`config.mk`:
```
export PLATFORM = sky130hd
export DESIGN_NAME = axi_lite_slave_regfile
export DESIGN_NICKNAME = d
export VERILOG_FILES = /design/src/rtl/axi_lite_slave_regfile.sv
export SDC_FILE = /design/constraint.sdc
export NUM_CORES = 1
export LEC_CHECK = 0
export CORE_UTILIZATION = 30
export DETAILED_ROUTE_END_ITERATION = 6
export PLACE_DENSITY = 0.44
export SYNTH_ARGS = -nofsm -noshare
export SYNTH_HDL_FRONTEND = slang
export SYNTH_SLANG_ARGS = --single-unit
export TNS_END_PERCENT = 1
```
`constraint.sdc`:
```
create_clock -name clk -period 6.3 [get_ports clk]
set_clock_uncertainty 0.05 [all_clocks]
set_input_delay 0.945 -clock clk [delete_from_list [all_inputs] [get_ports clk]]
set_output_delay 0.945 -clock clk [all_outputs]
set_load 0.03 [all_outputs]
```
`src/rtl/axi_lite_slave_regfile.sv`:
```
// AXI4-Lite slave backed by NUM_REGS 32-bit registers at byte address 4*i.
// Define AXIL_SLVERR_EN to answer out-of-range accesses with SLVERR instead of OKAY.
module axi_lite_slave_regfile #(
    parameter int ADDR_W   = 32,
    parameter int DATA_W   = 32,
    parameter int NUM_REGS = 16
) (
    input  logic                clk,
    input  logic                rst,
    input  logic [ADDR_W-1:0]   awaddr,
    input  logic                awvalid,
    output logic                awready,
    input  logic [DATA_W-1:0]   wdata,
    input  logic [DATA_W/8-1:0] wstrb,
    input  logic                wvalid,
    output logic                wready,
    output logic [1:0]          bresp,
    output logic                bvalid,
    input  logic                bready,
    input  logic [ADDR_W-1:0]   araddr,
    input  logic                arvalid,
    output logic                arready,
    output logic [DATA_W-1:0]   rdata,
    output logic [1:0]          rresp,
    output logic                rvalid,
    input  logic                rready
);

    localparam int IDX_W  = (NUM_REGS > 1) ? $clog2(NUM_REGS) : 1;
    localparam int STRB_W = DATA_W / 8;
    localparam logic [ADDR_W-1:0] ADDR_LIMIT = ADDR_W'(4 * NUM_REGS);
    localparam logic [1:0] RESP_OKAY = 2'b00;
`ifdef AXIL_SLVERR_EN
    localparam logic [1:0] RESP_OOR  = 2'b10;
`else
    localparam logic [1:0] RESP_OOR  = 2'b00;
`endif

    typedef enum logic {W_IDLE, W_RESP} wstate_t;
    typedef enum logic {R_IDLE, R_RESP} rstate_t;

    wstate_t             r_wstate;
    rstate_t             r_rstate;
    logic [DATA_W-1:0]   r_regs [NUM_REGS];
    logic                r_awready, r_wready, r_arready;
    logic                r_aw_got, r_w_got;
    logic [ADDR_W-1:0]   r_awaddr;
    logic [DATA_W-1:0]   r_wdata;
    logic [STRB_W-1:0]   r_wstrb;
    logic                r_bvalid, r_rvalid;
    logic [1:0]          r_bresp, r_rresp;
    logic [DATA_W-1:0]   r_rdata;

    // A channel beat is taken either from its latch (arrived earlier) or straight off the bus.
    logic                w_aw_hs, w_w_hs, w_aw_have, w_w_have;
    logic [ADDR_W-1:0]   w_waddr;
    logic [DATA_W-1:0]   w_wdata;
    logic [STRB_W-1:0]   w_wstrb;
    logic [IDX_W-1:0]    w_widx, w_ridx;
    logic                w_win, w_rin;

    assign w_aw_hs   = awvalid & r_awready;
    assign w_w_hs    = wvalid & r_wready;
    assign w_aw_have = r_aw_got | w_aw_hs;
    assign w_w_have  = r_w_got | w_w_hs;
    assign w_waddr   = r_aw_got ? r_awaddr : awaddr;
    assign w_wdata   = r_w_got ? r_wdata : wdata;
    assign w_wstrb   = r_w_got ? r_wstrb : wstrb;
    assign w_widx    = w_waddr[2 +: IDX_W];
    assign w_win     = (w_waddr < ADDR_LIMIT);
    assign w_ridx    = araddr[2 +: IDX_W];
    assign w_rin     = (araddr < ADDR_LIMIT);

    always_ff @(posedge clk) begin
        if (!rst) begin
            r_wstate  <= W_IDLE;
            r_awready <= 1'b0;
            r_wready  <= 1'b0;
            r_aw_got  <= 1'b0;
            r_w_got   <= 1'b0;
            r_bvalid  <= 1'b0;
            r_bresp   <= RESP_OKAY;
            for (int i = 0; i < NUM_REGS; i++) r_regs[i] <= '0;
        end else begin
            case (r_wstate)
                W_IDLE: begin
                    if (w_aw_have && w_w_have) begin
                        if (w_win) begin
                            for (int b = 0; b < STRB_W; b++)
                                if (w_wstrb[b]) r_regs[w_widx][8*b +: 8] <= w_wdata[8*b +: 8];
                        end
                        r_bresp   <= w_win ? RESP_OKAY : RESP_OOR;
                        r_bvalid  <= 1'b1;
                        r_awready <= 1'b0;
                        r_wready  <= 1'b0;
                        r_aw_got  <= 1'b0;
                        r_w_got   <= 1'b0;
                        r_wstate  <= W_RESP;
                    end else begin
                        if (w_aw_hs) r_awaddr <= awaddr;
                        if (w_w_hs) begin
                            r_wdata <= wdata;
                            r_wstrb <= wstrb;
                        end
                        r_aw_got  <= w_aw_have;
                        r_w_got   <= w_w_have;
                        r_awready <= ~w_aw_have;
                        r_wready  <= ~w_w_have;
                    end
                end
                W_RESP: begin
                    if (bready) begin
                        r_bvalid  <= 1'b0;
                        r_awready <= 1'b1;
                        r_wready  <= 1'b1;
                        r_wstate  <= W_IDLE;
                    end
                end
            endcase
        end
    end

    // Read samples the register array before any same-edge write lands, so it sees the old value.
    always_ff @(posedge clk) begin
        if (!rst) begin
            r_rstate  <= R_IDLE;
            r_arready <= 1'b0;
            r_rvalid  <= 1'b0;
            r_rresp   <= RESP_OKAY;
            r_rdata   <= '0;
        end else begin
            case (r_rstate)
                R_IDLE: begin
                    if (arvalid && r_arready) begin
                        r_rdata   <= w_rin ? r_regs[w_ridx] : '0;
                        r_rresp   <= w_rin ? RESP_OKAY : RESP_OOR;
                        r_rvalid  <= 1'b1;
                        r_arready <= 1'b0;
                        r_rstate  <= R_RESP;
                    end else begin
                        r_arready <= 1'b1;
                    end
                end
                R_RESP: begin
                    if (rready) begin
                        r_rvalid  <= 1'b0;
                        r_arready <= 1'b1;
                        r_rstate  <= R_IDLE;
                    end
                end
            endcase
        end
    end

    assign awready = r_awready;
    assign wready  = r_wready;
    assign bvalid  = r_bvalid;
    assign bresp   = r_bresp;
    assign arready = r_arready;
    assign rvalid  = r_rvalid;
    assign rresp   = r_rresp;
    assign rdata   = r_rdata;

endmodule

```
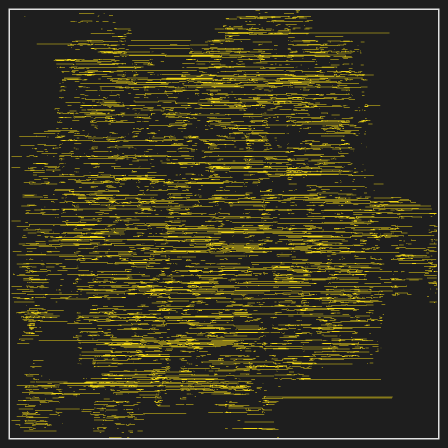
**Above:** run 1 (met1 routing).
share of all routed wire: 41%
longest straight run: 109 um
main direction: horizontal
nets with wire on the layer: 1920
total via count in the routed design: 15519
final routed wirelength across all metal layers: 74900 um
GR Util met1: 20.9%

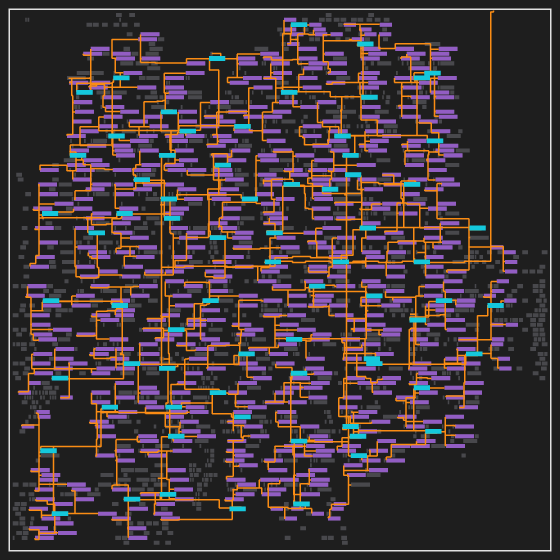
**Above:** run 1 (routed clock nets over the placement).
legend:
  clock wires:
    colour: orange
    length: 8700 um
  clock-net drivers:
    colour: cyan
    count: 72
  flip-flops:
    colour: purple
    count: 619
flops lie: all over the die
total clock network power: 4.19 mW
clock latency on the worst-skew pair: 600 ps
Clk network pwr share: 44.2%

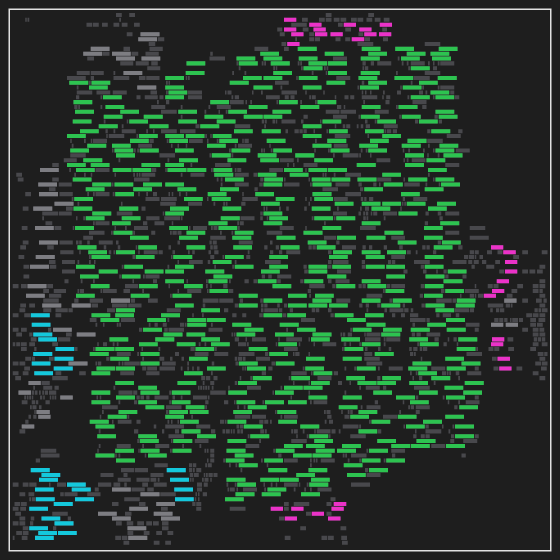
**Above:** run 1 (where the registers sit).
Other sequential cells in the stronger grey, the rest of the logic in the fainter grey.
legend:
  `r_awaddr`:
    colour: cyan
    placed_flops: 30
    where: lower left
  `r_regs`:
    colour: green
    placed_flops: 512
  `rdata`:
    colour: magenta
    placed_flops: 32
not coloured: 45
storage element area: 18200 um^2
sequential fraction of total cell area: 56.6%
Post-Route Utilization: 35.7%
power attributed to sequential cells: 4.65 mW

==> Changelog: implementation, run 1 <==
### Implementation results

* Run status: completed
* Async set or reset register ratio after synthesis at 0%
* Library cell with the highest instance count after synthesis: sky130_fd_sc_hd__edfxtp_1
* Combinational family with the most area after synthesis: multiplexers
* Pre-CTS worst setup slack at 1590 ps
* Reg-to-Reg End: r_regs[1][12]
* Port Buffer Count at 139
* Die outline height at 303 um
* XORs/XNORs by Area at 0%
* Global-route usage over all layers at 16.4%
* Min-delay worst type: reg -> reg
* Critical path endpoint: r_regs[1][12]
* Fmax at 247 MHz
* Initial core utilization at 30.3%
* WHS Path Cells at 2
* Setup Viol. Count Final at 0
* Final worst path period share at 64.4%
* Post-route standard cell area excluding fillers at 32100 um^2
* CTS Buf Count at 72
* Clock network area share at 7.36%
* Share of layout cells above drive strength 1 at 25.8%
* Worst R2R Setup Slack at 2240 ps
* Antenna diodes at 1
* Clock buffer count at 99
* Startpoint-to-endpoint class of the critical path: reg -> reg
* Number of logic inverters in the finished layout at 5
* Most Used Layer, Global Route: met2
* Power dissipated by switching net loads at 2.10 mW
* Final critical path time including I/O delays and setup at 4060 ps
* # hold bufs at CTS at 0
* Start point of the worst hold path: rvalid
* Buffer cell driving the clock tree root: sky130_fd_sc_hd__clkbuf_16
* Hold_ws at 410 ps
* Worst R2R Start: r_aw_got
* Bufs and invs on worst path at 2
* Critical path peak fanout at 21
* Final Total Pwr at 9.49 mW
* Top-area cell type share of the netlist area at 63.7%
* Routed vias/inst at 4.93
* Design internal power at 7.38 mW
* Worst voltage drop across the vdd grid at 0.154 mV
* DRC viols at 0
* Cell count in the Yosys report at 1791
* Floorplan row count at 110
* Number of nets in the layout at 2026
* Unique masters post-synth at 44
* Largest delay share family, worst path: buffers and inverters
* PostCTS Resize Cnt at 0
* Routability cong. at 0.755
* Max reg flops at 512
* Filler Cells Inserted at 8597
* Dominant kind of cell: flip-flops and latches
* Slowest stage cell on the critical path: sky130_fd_sc_hd__dfxtp_1
* Most instantiated cells after synthesis: sky130_fd_sc_hd__edfxtp_1, sky130_fd_sc_hd__nor2_1, sky130_fd_sc_hd__mux4_2, sky130_fd_sc_hd__nor2_2, sky130_fd_sc_hd__clkbuf_1
* Area of the multi-input gates at 8170 um^2
* Fraction of the yosys area taken by sequential cells at 66.7%
* Start point of the critical path: r_aw_got
* Plain + repair buffers at 211
* Synthesized-area fraction occupied by and/or/nand/nor cells at 10.3%
* Flop pwr share at 49.1%
* Antenna violations before repair at 1
* Crit path largest cell delay at 830 ps
* Number of detailed-routing iterations run before antenna repair at 5
* Number of warnings the tools reported at 30
* Largest reg by FF count: r_regs
* Tightest Pin Transition at 1290 ps
* Most frequent logic cell in the layout: sky130_fd_sc_hd__edfxtp_1
* Post-synthesis sequential element count at 619
* Arrival time at the worst endpoint at 4210 ps
* Critical path, cell by cell: nor4b_2 > nand4_1 > nor4_4 > buf_4 > buf_4 > o21ai_4 > o21ai_1
* Combinational cell fraction of total power at 6.7%
* Fraction of the mapped netlist area in compound gates at 7.44%
* Layout Area Growth over Synthesis at 18.0%
* Die width at 303 um
* Cell area after synthesis at 27200 um^2
* CTS HTree Levels at 3
* Met3 routed WL at 4730 um
* Total power density per cell area at 295 nW/um^2
* Vias in the first global route at 16246
* Clock-pin slew of the registers on the worst-case setup and hold paths at 60 ps
* Layout buffering overhead excluding clock cells at 6.04%
* Yosys-reported design area after synthesis at 27200 um^2
* Leading register cell type out of synthesis: sky130_fd_sc_hd__edfxtp_1
* Average cell area after synthesis at 15.2 um^2
* Met3 GRT Util at 3.09%
* Category of the worst setup path launch point: register
* Biggest power consumer among the groups: registers
* Number of routed nets with antenna violations at 0
* Count of multi-input gates at 1010
* Tapcell Cnt at 1176
* Boundary Pins at 148
* Leakage at 10.1 nW
* Setup repair bufs after CTS at 0
* Flip-flops at 619
* Switching share of total power at 22.2%
* Total gr overflow at 0
* Placed wire-length estimate at 47500 um
* Instance count on the critical path at 7
* Worst Reg-to-Reg Cells at 7
* Overall chip area at 92000 um^2
* Main area contributors: sky130_fd_sc_hd__edfxtp_1, sky130_fd_sc_hd__mux4_2, sky130_fd_sc_hd__nor2_1, sky130_fd_sc_hd__dfxtp_1, sky130_fd_sc_hd__nor2_2
* Count of routing violations after the opening detailed-route iteration at 1133
* Yosys top cell by area: sky130_fd_sc_hd__edfxtp_1
* Gate Count Post-Synth at 1791
* Routed wl met2 at 37800 um
* # Max-Cap Violations at 0
* Setup TNS at 0 ps
* CP most frequent cell: sky130_fd_sc_hd__buf_4
* Post-Synth Adder-Cell Area at 0%
* Number of placed instances with taps included at 3021
* Post-Place Cell Area at 29800 um^2
* Crit path capture type: register
* Wire length on met1 at 31100 um
* Routed len/inst at 23.8 um
* Number of buffers on the longest clock path at 3
* Top library cells by usage in the layout, fill and taps aside: sky130_fd_sc_hd__edfxtp_1, sky130_fd_sc_hd__nor2_1, sky130_fd_sc_hd__clkdlybuf4s50_1
==> run 2: changes to the inputs <==
Settings changed: PLACE_DENSITY 0.44 to 0.45.
Clock period 6.3 ns to 3.7 ns, I/O delays scaled along.
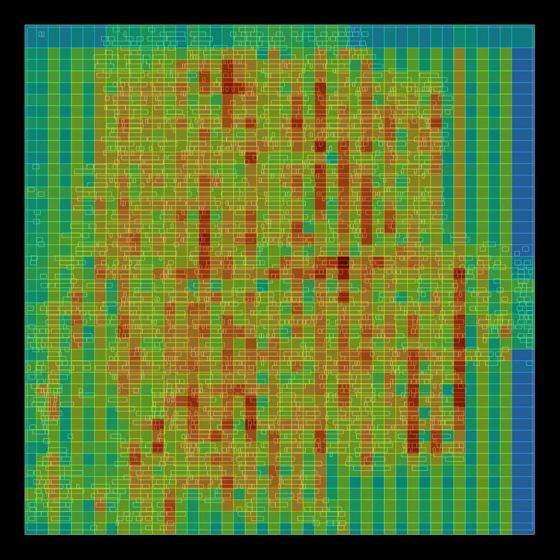
**Above:** run 2 (routing congestion map).
Post-Route Utilization: 36.5%
routed len/inst: 23.7 um

==> Changelog: implementation, run 2 <==
### Implementation results

* Run status: completed
* Leakage at 10.5 nW
* Start point of the critical path: r_aw_got
* Die outline height at 303 um
* Startpoint-to-endpoint class of the critical path: reg -> reg
* Start point of the worst hold path: rdata[21]
* Port Buffer Count at 139
* Dominant kind of cell: flip-flops and latches
* Global-route usage over all layers at 16.6%
* Clock buffer count at 95
* Flop pwr share at 48.7%
* # Max-Cap Violations at 0
* # hold bufs at CTS at 0
* Number of logic inverters in the finished layout at 5
* Power attributed to sequential cells at 7.92 mW
* Storage element area at 18200 um^2
* DRC viols at 0
* Post-Synth Adder-Cell Area at 0%
* Yosys top cell by area: sky130_fd_sc_hd__edfxtp_1
* Overall chip area at 92000 um^2
* Category of the worst setup path launch point: register
* Routed wl met2 at 37100 um
* Number of nets in the layout at 2092
* Number of buffers on the longest clock path at 3
* Max reg flops at 512
* Fraction of the mapped netlist area in compound gates at 7.44%
* Share of layout cells above drive strength 1 at 27.9%
* Layout Area Growth over Synthesis at 20.5%
* Worst R2R Start: r_aw_got
* XORs/XNORs by Area at 0%
* Routed vias/inst at 4.90
* Critical path peak fanout at 22
* Crit path capture type: register
* Clock latency on the worst-skew pair at 600 ps
* Number of routed nets with antenna violations at 0
* Fraction of the yosys area taken by sequential cells at 66.7%
* Min-delay worst type: reg -> reg
* Clock-pin slew of the registers on the worst-case setup and hold paths at 50 ps
* Gate Count Post-Synth at 1791
* CTS Buf Count at 73
* Combinational cell fraction of total power at 7.1%
* Total gr overflow at 0
* Total power density per cell area at 495 nW/um^2
* Worst voltage drop across the vdd grid at 0.281 mV
* Top-area cell type share of the netlist area at 63.7%
* Tapcell Cnt at 1176
* CTS HTree Levels at 3
* Die width at 303 um
* Unique masters post-synth at 44
* Buffer cell driving the clock tree root: sky130_fd_sc_hd__clkbuf_16
* Average cell area after synthesis at 15.2 um^2
* Final worst path period share at 81.7%
* Antenna violations before repair at 1
* Filler Cells Inserted at 8625
* Bufs and invs on worst path at 3
* Synthesized-area fraction occupied by and/or/nand/nor cells at 10.3%
* Vias in the first global route at 16314
* Cell count in the Yosys report at 1791
* Most Used Layer, Global Route: met2
* Main area contributors: sky130_fd_sc_hd__edfxtp_1, sky130_fd_sc_hd__mux4_2, sky130_fd_sc_hd__nor2_1, sky130_fd_sc_hd__dfxtp_1, sky130_fd_sc_hd__nor2_2
* Layout buffering overhead excluding clock cells at 7.97%
* Wire length on met1 at 33400 um
* Number of warnings the tools reported at 30
* Most frequent logic cell in the layout: sky130_fd_sc_hd__edfxtp_1
* Antenna diodes at 3
* Leading register cell type out of synthesis: sky130_fd_sc_hd__edfxtp_1
* Power dissipated by switching net loads at 3.59 mW
* Switching share of total power at 22.1%
* Tightest Pin Transition at 964 ps
* Final Total Pwr at 16.3 mW
* Largest delay share family, worst path: buffers and inverters
* Worst R2R Setup Slack at 680 ps
* Met3 GRT Util at 2.79%
* Setup Viol. Count Final at 0
* Total clock network power at 7.18 mW
* Routability cong. at 0.761
* Clk network pwr share at 44.2%
* Met3 routed WL at 4200 um
* Instance count on the critical path at 8
* Post-synthesis sequential element count at 619
* Total via count in the routed design at 15782
* Yosys-reported design area after synthesis at 27200 um^2
* Count of multi-input gates at 1010
* Most instantiated cells after synthesis: sky130_fd_sc_hd__edfxtp_1, sky130_fd_sc_hd__nor2_1, sky130_fd_sc_hd__mux4_2, sky130_fd_sc_hd__nor2_2, sky130_fd_sc_hd__clkbuf_1
* Final critical path time including I/O delays and setup at 3020 ps
Power and IR drop assume default switching activity.
